### src/rtl/pzbcm_slicer_downsizer_pkg.sv
// Shared helpers for the slicer downsizer: beat-counter width calculation.
package pzbcm_slicer_downsizer_pkg;

  // A single-beat configuration still needs a 1-bit counter/num field.
  function automatic int calc_cw(input int ratio);
    return (ratio <= 1) ? 1 : $clog2(ratio);
  endfunction

endpackage

### src/rtl/pzbcm_slicer_downsizer_slicer_unit.sv
// Valid/ready register slice; FULL_BANDWIDTH=1 adds a skid entry so a beat can
// be taken every cycle while o_ready stays a registered signal.
module pzbcm_slicer_unit #(
  parameter int WIDTH          = 8,
  parameter int FULL_BANDWIDTH = 1,
  parameter int DISABLE_MBFF   = 0
) (
  input  logic             i_clk,
  input  logic             i_rst_n,
  input  logic             i_valid,
  output logic             o_ready,
  input  logic [WIDTH-1:0] i_data,
  output logic             o_valid,
  input  logic             i_ready,
  output logic [WIDTH-1:0] o_data
);

  if (WIDTH < 1) begin : g_bad_width
    $error("pzbcm_slicer_unit: WIDTH must be >= 1");
  end
  if ((DISABLE_MBFF < 0) || (DISABLE_MBFF > 1)) begin : g_bad_mbff
    $error("pzbcm_slicer_unit: DISABLE_MBFF must be 0 or 1");
  end

  logic             main_valid_q, main_valid_d;
  logic             skid_valid_q, skid_valid_d;
  logic [WIDTH-1:0] main_q, main_d;
  logic [WIDTH-1:0] skid_q, skid_d;
  logic             push;
  logic             pop;

  always_ff @(posedge i_clk or negedge i_rst_n) begin
    if (!i_rst_n) begin
      main_valid_q <= 1'b0;
      skid_valid_q <= 1'b0;
      main_q       <= '0;
      skid_q       <= '0;
    end else begin
      main_valid_q <= main_valid_d;
      skid_valid_q <= skid_valid_d;
      main_q       <= main_d;
      skid_q       <= skid_d;
    end
  end

  always_comb begin
    o_ready      = (FULL_BANDWIDTH != 0) ? !skid_valid_q : !main_valid_q;
    push         = i_valid && o_ready;
    pop          = main_valid_q && i_ready;
    main_valid_d = main_valid_q;
    skid_valid_d = skid_valid_q;
    main_d       = main_q;
    skid_d       = skid_q;
    // The skid entry always drains into main first to keep beat order.
    if (pop || !main_valid_q) begin
      main_valid_d = skid_valid_q || push;
      skid_valid_d = 1'b0;
      if (skid_valid_q) begin
        main_d = skid_q;
      end else if (push) begin
        main_d = i_data;
      end
    end else if (push) begin
      skid_valid_d = 1'b1;
      skid_d       = i_data;
    end
  end

  assign o_valid = main_valid_q;
  assign o_data  = main_q;

endmodule

### src/rtl/pzbcm_slicer_downsizer.sv
// Wide-to-narrow valid/ready converter: emits each accepted word as n+1 beats,
// LSB beat first, reloading on the last beat so words stream without bubbles.
module pzbcm_slicer_downsizer
  import pzbcm_slicer_downsizer_pkg::*;
#(
  parameter int OUTPUT_WIDTH  = 8,
  parameter int RATIO         = 4,
  parameter int OUTPUT_SLICER = 0,
  parameter int DISABLE_MBFF  = 0
) (
  input  logic                             i_clk,
  input  logic                             i_rst_n,
  input  logic                             i_valid,
  output logic                             o_ready,
  input  logic [OUTPUT_WIDTH*RATIO-1:0]    i_data,
  input  logic [calc_cw(RATIO)-1:0]        i_num_beats,
  output logic                             o_valid,
  input  logic                             i_ready,
  output logic [OUTPUT_WIDTH-1:0]          o_data,
  output logic                             o_last
);

  localparam int CW = calc_cw(RATIO);
  localparam int IW = OUTPUT_WIDTH * RATIO;
  localparam logic [CW-1:0] MAX_NUM = CW'(RATIO - 1);

  if (RATIO < 1) begin : g_bad_ratio
    $error("pzbcm_slicer_downsizer: RATIO must be >= 1");
  end
  if (OUTPUT_WIDTH < 1) begin : g_bad_width
    $error("pzbcm_slicer_downsizer: OUTPUT_WIDTH must be >= 1");
  end

  logic                    valid_q, valid_d;
  logic [CW-1:0]           cnt_q, cnt_d;
  logic [CW-1:0]           num_q, num_d;
  logic [IW-1:0]           data_q, data_d;
  logic [CW:0]             num_ext;
  logic [CW-1:0]           num_clamped;
  logic                    in_accept;
  logic                    beat_accept;
  logic                    beat_valid;
  logic                    beat_last;
  logic                    beat_ready;
  logic [OUTPUT_WIDTH-1:0] beat_data;
  logic [OUTPUT_WIDTH-1:0] beats [RATIO];

  for (genvar gi = 0; gi < RATIO; gi++) begin : g_beats
    assign beats[gi] = data_q[gi*OUTPUT_WIDTH +: OUTPUT_WIDTH];
  end

  always_ff @(posedge i_clk or negedge i_rst_n) begin
    if (!i_rst_n) begin
      valid_q <= 1'b0;
      cnt_q   <= '0;
      num_q   <= '0;
      data_q  <= '0;
    end else begin
      valid_q <= valid_d;
      cnt_q   <= cnt_d;
      num_q   <= num_d;
      data_q  <= data_d;
    end
  end

  // Out-of-range beat counts saturate; RATIO=1 therefore always sees 0.
  always_comb begin
    num_ext     = {1'b0, i_num_beats};
    num_clamped = (num_ext > {1'b0, MAX_NUM}) ? MAX_NUM : i_num_beats;
    in_accept   = i_valid && o_ready;
    beat_accept = valid_q && beat_ready;
    valid_d     = valid_q;
    cnt_d       = cnt_q;
    num_d       = num_q;
    data_d      = data_q;
    if (in_accept) begin
      valid_d = 1'b1;
      cnt_d   = '0;
      num_d   = num_clamped;
      data_d  = i_data;
    end else if (beat_accept) begin
      if (beat_last) begin
        valid_d = 1'b0;
        cnt_d   = '0;
      end else begin
        cnt_d = cnt_q + CW'(1);
      end
    end
  end

  always_comb begin
    beat_valid = valid_q;
    beat_last  = valid_q && (cnt_q == num_q);
    beat_data  = beats[cnt_q];
    o_ready    = !valid_q || (beat_ready && beat_last);
  end

  if (OUTPUT_SLICER != 0) begin : g_slicer
    logic [OUTPUT_WIDTH:0] slice_data;

    pzbcm_slicer_unit #(
      .WIDTH          (OUTPUT_WIDTH + 1),
      .FULL_BANDWIDTH (1),
      .DISABLE_MBFF   (DISABLE_MBFF)
    ) u_slicer (
      .i_clk   (i_clk),
      .i_rst_n (i_rst_n),
      .i_valid (beat_valid),
      .o_ready (beat_ready),
      .i_data  ({beat_last, beat_data}),
      .o_valid (o_valid),
      .i_ready (i_ready),
      .o_data  (slice_data)
    );

    assign {o_last, o_data} = slice_data;
  end else begin : g_direct
    assign o_valid    = beat_valid;
    assign o_data     = beat_data;
    assign o_last     = beat_last;
    assign beat_ready = i_ready;
  end

  if (RATIO > 1) begin : g_num_check
    assert property (@(posedge i_clk) disable iff (!i_rst_n)
                     in_accept |-> (num_ext <= {1'b0, MAX_NUM}))
      else $error("pzbcm_slicer_downsizer: i_num_beats exceeds RATIO-1");
  end

endmodule

### config.mk
export PLATFORM = sky130hd
export DESIGN_NAME = pzbcm_slicer_downsizer
export DESIGN_NICKNAME = d
export VERILOG_FILES = /design/src/rtl/pzbcm_slicer_downsizer_pkg.sv /design/src/rtl/pzbcm_slicer_downsizer_slicer_unit.sv /design/src/rtl/pzbcm_slicer_downsizer.sv
export SDC_FILE = /design/constraint.sdc
export NUM_CORES = 1
export LEC_CHECK = 0
export CELL_PAD_IN_SITES_DETAIL_PLACEMENT = 0
export CELL_PAD_IN_SITES_GLOBAL_PLACEMENT = 2
export CORE_MARGIN = 4
export CORE_UTILIZATION = 37
export CTS_BUF_LIST = sky130_fd_sc_hd__clkbuf_4
export CTS_CLUSTER_DIAMETER = 30
export DETAILED_ROUTE_END_ITERATION = 7
export GPL_ROUTABILITY_DRIVEN = 0
export GPL_TIMING_DRIVEN = 0
export PLACE_DENSITY = 0.89
export SLEW_MARGIN = 10
export SYNTH_ARGS = -nofsm -noshare
export SYNTH_HDL_FRONTEND = slang
export SYNTH_SLANG_ARGS = --single-unit
### constraint.sdc
create_clock -name i_clk -period 5 [get_ports i_clk]
set_clock_uncertainty 0.2 [all_clocks]
set_input_delay 0.5 -clock i_clk [delete_from_list [all_inputs] [get_ports i_clk]]
set_output_delay 0.5 -clock i_clk [all_outputs]
set_load 0.02 [all_outputs]
==> results.txt <==
yosys stat cell total - 116
post-synthesis compound-gate area fraction - 5.274%
Main area contributors - dfrtp_1 (49%), mux2_4 (24%), mux4_2 (9.6%)
Worst Path Max Fanout - 10
Max power group - combinational logic
initial detailed-routing violation count - 70
register area - 925.9 um^2
post-place instance area - 2434 um^2
router iterations before antenna repair - 4
Setup WS post-layout - 1.940 ns
Logic pwr share - 54.7%
CTS Sinks - 37
Core Region - 4817 um^2
num ports - 49
CP Capture Type - output port
Worst-path clk slew - 0.13 ns
area leader, netlist - dfrtp_1
non-clock buffer count - 55
grt ovf - 0
Clk pwr share - 12.9%
RSZ-0062 raised after global routing - false
Worst path top cell family by delay - buffers and inverters
ANT nets after route - 0
pwr dens - 661.0 nW/um^2
Commonest Layout Cell - clkdlybuf4s50_1
Total Neg Setup Slack - 0 ns
Fill cells - 436
CTS H-tree lvls - 2
Simple Share, Synth - 5.007%
die height - 79.18 um
GRT Resource Usage Total - 13.90%
Synth Cell Area - 1874 um^2
status - completed
vias per cell - 4.887
clk tree area frac - 3.234%
logic share of the area - 34.98%
peak supply drop - 374.1 uV
row count - 25
fmax - 326.8 MHz
Distinct lib cells used - 29
Initial Util - 38.91%
layout cells sized above 1 - 33.14%
vias in the first global route - 1313
Post-synth regs - 37
switching share of power - 33.29%
DRC Markers - 0
crit-path max cell delay - 0.56 ns
Logic area - 879.6 um^2
design area - 2515 um^2
initial antenna violation count - 0
crit path DAT - 2.36 ns
Flops - 37
inverters - 1
switching power - 0.0005534 W
largest class - registers
crit path cell chain - clkbuf_1 -> mux4_2 -> clkdlybuf4s50_1
Fin. Hold Viols - 0
maximum number of pins on one net before global-route repair - 38
Pint - 0.001109 W
die width - 79.18 um
xor/xnor share of the synthesized area - 1.802%
clock buffers - 5
Synth Net Count - 154
sequential fraction of the synthesis area - 49.40%
WP buf/inv - 2
Setup Buffers After CTS - 0
Setup WS pre-CTS - 2.326 ns
Final Util - 52.21%
Crit path required time - 4.30 ns
Flop pwr share - 32.5%
share of the synthesized area in the top cell type - 49.40%
post-synthesis chip area from yosys - 1874 um^2
ANT cells - 0
Hold Crit Class - input pin to asynchronous set/reset pin
Rel. slew slack - 44.88%
Top Layout Cells - clkdlybuf4s50_1 (47), dfrtp_1 (37), mux2_4 (30)
CTS tree - yes
worst-margin pin slew - 0.8269 ns
Worst-Skew Late Latency - 0.35 ns
Adder Share, Synth - 0%
Combinational Gates - 71
Max Cap Viol - 0
DP HPWL - 2943 um
CTS Hold Bufs - 0
max-slew violation count - 0
mux share - 34.85%
Cells after Synth - 116
Area growth, synth to finish - 34.18%
nets@finish - 209
drt wl/cell - 17.01 um
final setup vio count - 0
global-route wire length before repair - 6603 um
Seq power - 0.000540 W
Clk power - 0.000214 W
non-clk buf share - 21.49%
n_taps - 67
Gates resized, CTS repair - 0
P_leak - 1.073 nW
Seq/total area - 36.82%
TritonCTS Buffers - 5
yosys warning tally - 0
Worst Setup Start Kind - flip-flop
post-layout min period - 3.060 ns
share of the clock period used by the worst path - 61.19%
Worst Setup Path Type - flip-flop to output port
Non-Filler Instances - 239
Crit-path slowest cell - clkdlybuf4s50_1
Logic power comb - 0.000909 W
syn_area_per_cell - 16.16 um^2
port bufs - 48
comb area leader - multiplexers
Log Warnings - 26
Placed Cells incl. Taps - 231
Root Driver - clkbuf_4
CTS max path bufs - 2
worst paths after layout:
path / from / to / slack [ns] / cells past startpoint
worst max-delay path: cnt_q[1] / o_data[3] / 1.94 / 3
worst min-delay path: i_rst_n / data_q[27] / 0.04 / 1
worst max register to register: cnt_q[0] / data_q[24] / 3.05 / 5
worst min register to register: data_q[6] / data_q[6] / 0.32 / 1
max in group asynchronous: i_rst_n / num_q[1] / 4.04 / 1
min in group i_clk: data_q[6] / data_q[6] / 0.32 / 1
worst register-to-register path, stage by stage, from the launching register on:
cell	delay, ns
dfrtp_1	0.38
buf_4	0.17
xnor2_2	0.28
a41o_4	0.32
buf_8	0.18
mux2_4	0.32
layer usage:
layer | global-route usage (%) | wire (um) | vias up | share of wire [%]
li1 | - | - | 538 | -
met1 | 17.41 | 1827 | 587 | 45
met2 | 22.98 | 1958 | 37 | 48
met3 | 4.082 | 229 | 6 | 5.6
met4 | 4.639 | 50 | 0 | 1.2
met5 | 0 | 0 | - | 0
sequential cells by signal (all words and copies together), names as in the netlist:
register  count
num_q         2
cnt_q         2
data_q       32
o_valid       1
stage by stage:
step | hold WS [ns] | power (W)
final | 0.03722 | 0.001662
after global routing | 0.08848 | 0.001746
after CTS | 0.05644 | 0.001677
after detailed placement | 0.2917 | 0.001457
after global placement | 0.2907 | 0.001438
after floorplan | 0.004409 | 0.001167
synth_stat cells (all sizes together):
cell type  instances
inv                1
o211ai             2
a41o               1
and3               1
dfrtp             37
a21o               2
mux2              32
nand2              5
a32oi              1
buf                5
o31ai              2
and3b              1
mux4               8
and2b              1
nand2b             1
nor2b              3
clkbuf             2
o21bai             1
nand3              3
a31o               1
nor4b              1
xor2               1
nor2               1
a22oi              1
xnor2              2
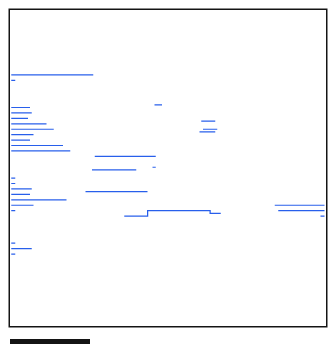
Figure 1: metal 3.
Bar = 20 um.
longest straight run: 20.2 um
share of all routed wire: 5.6%
nets with wire on the layer: 29
main direction: horizontal
vias: 1168
final wirelength: 4065 um
met3 capacity usage during global routing: 4.082%

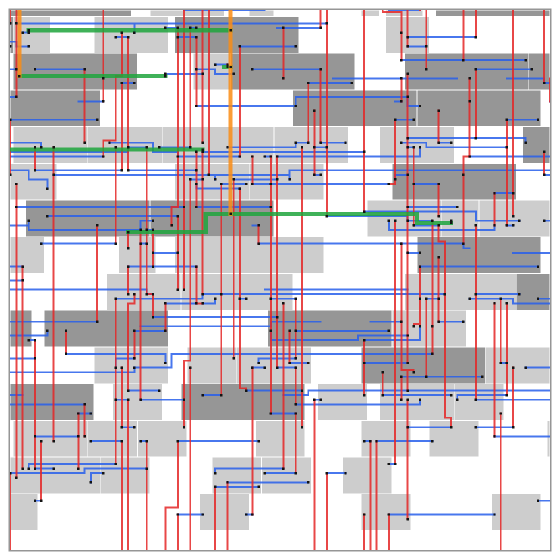
Figure 2: zoomed window.
Region (20, 4) to (60, 44) um. Cells in gray, sequential cells in the stronger gray; small squares are vias.
legend:
  M2:
    color: red
  M1:
    color: blue
  M4:
    color: orange
  M3:
    color: green
cells with their middle in the window: 60
most frequent: clkdlybuf4s50_1 (18), dfrtp_1 (16), mux2_4 (15)
sequential cells in the window: 16
netlist names of flops here include: data_q (15), cnt_q (1)

Power figures rest on the tool's default switching activity, not on a simulated workload.
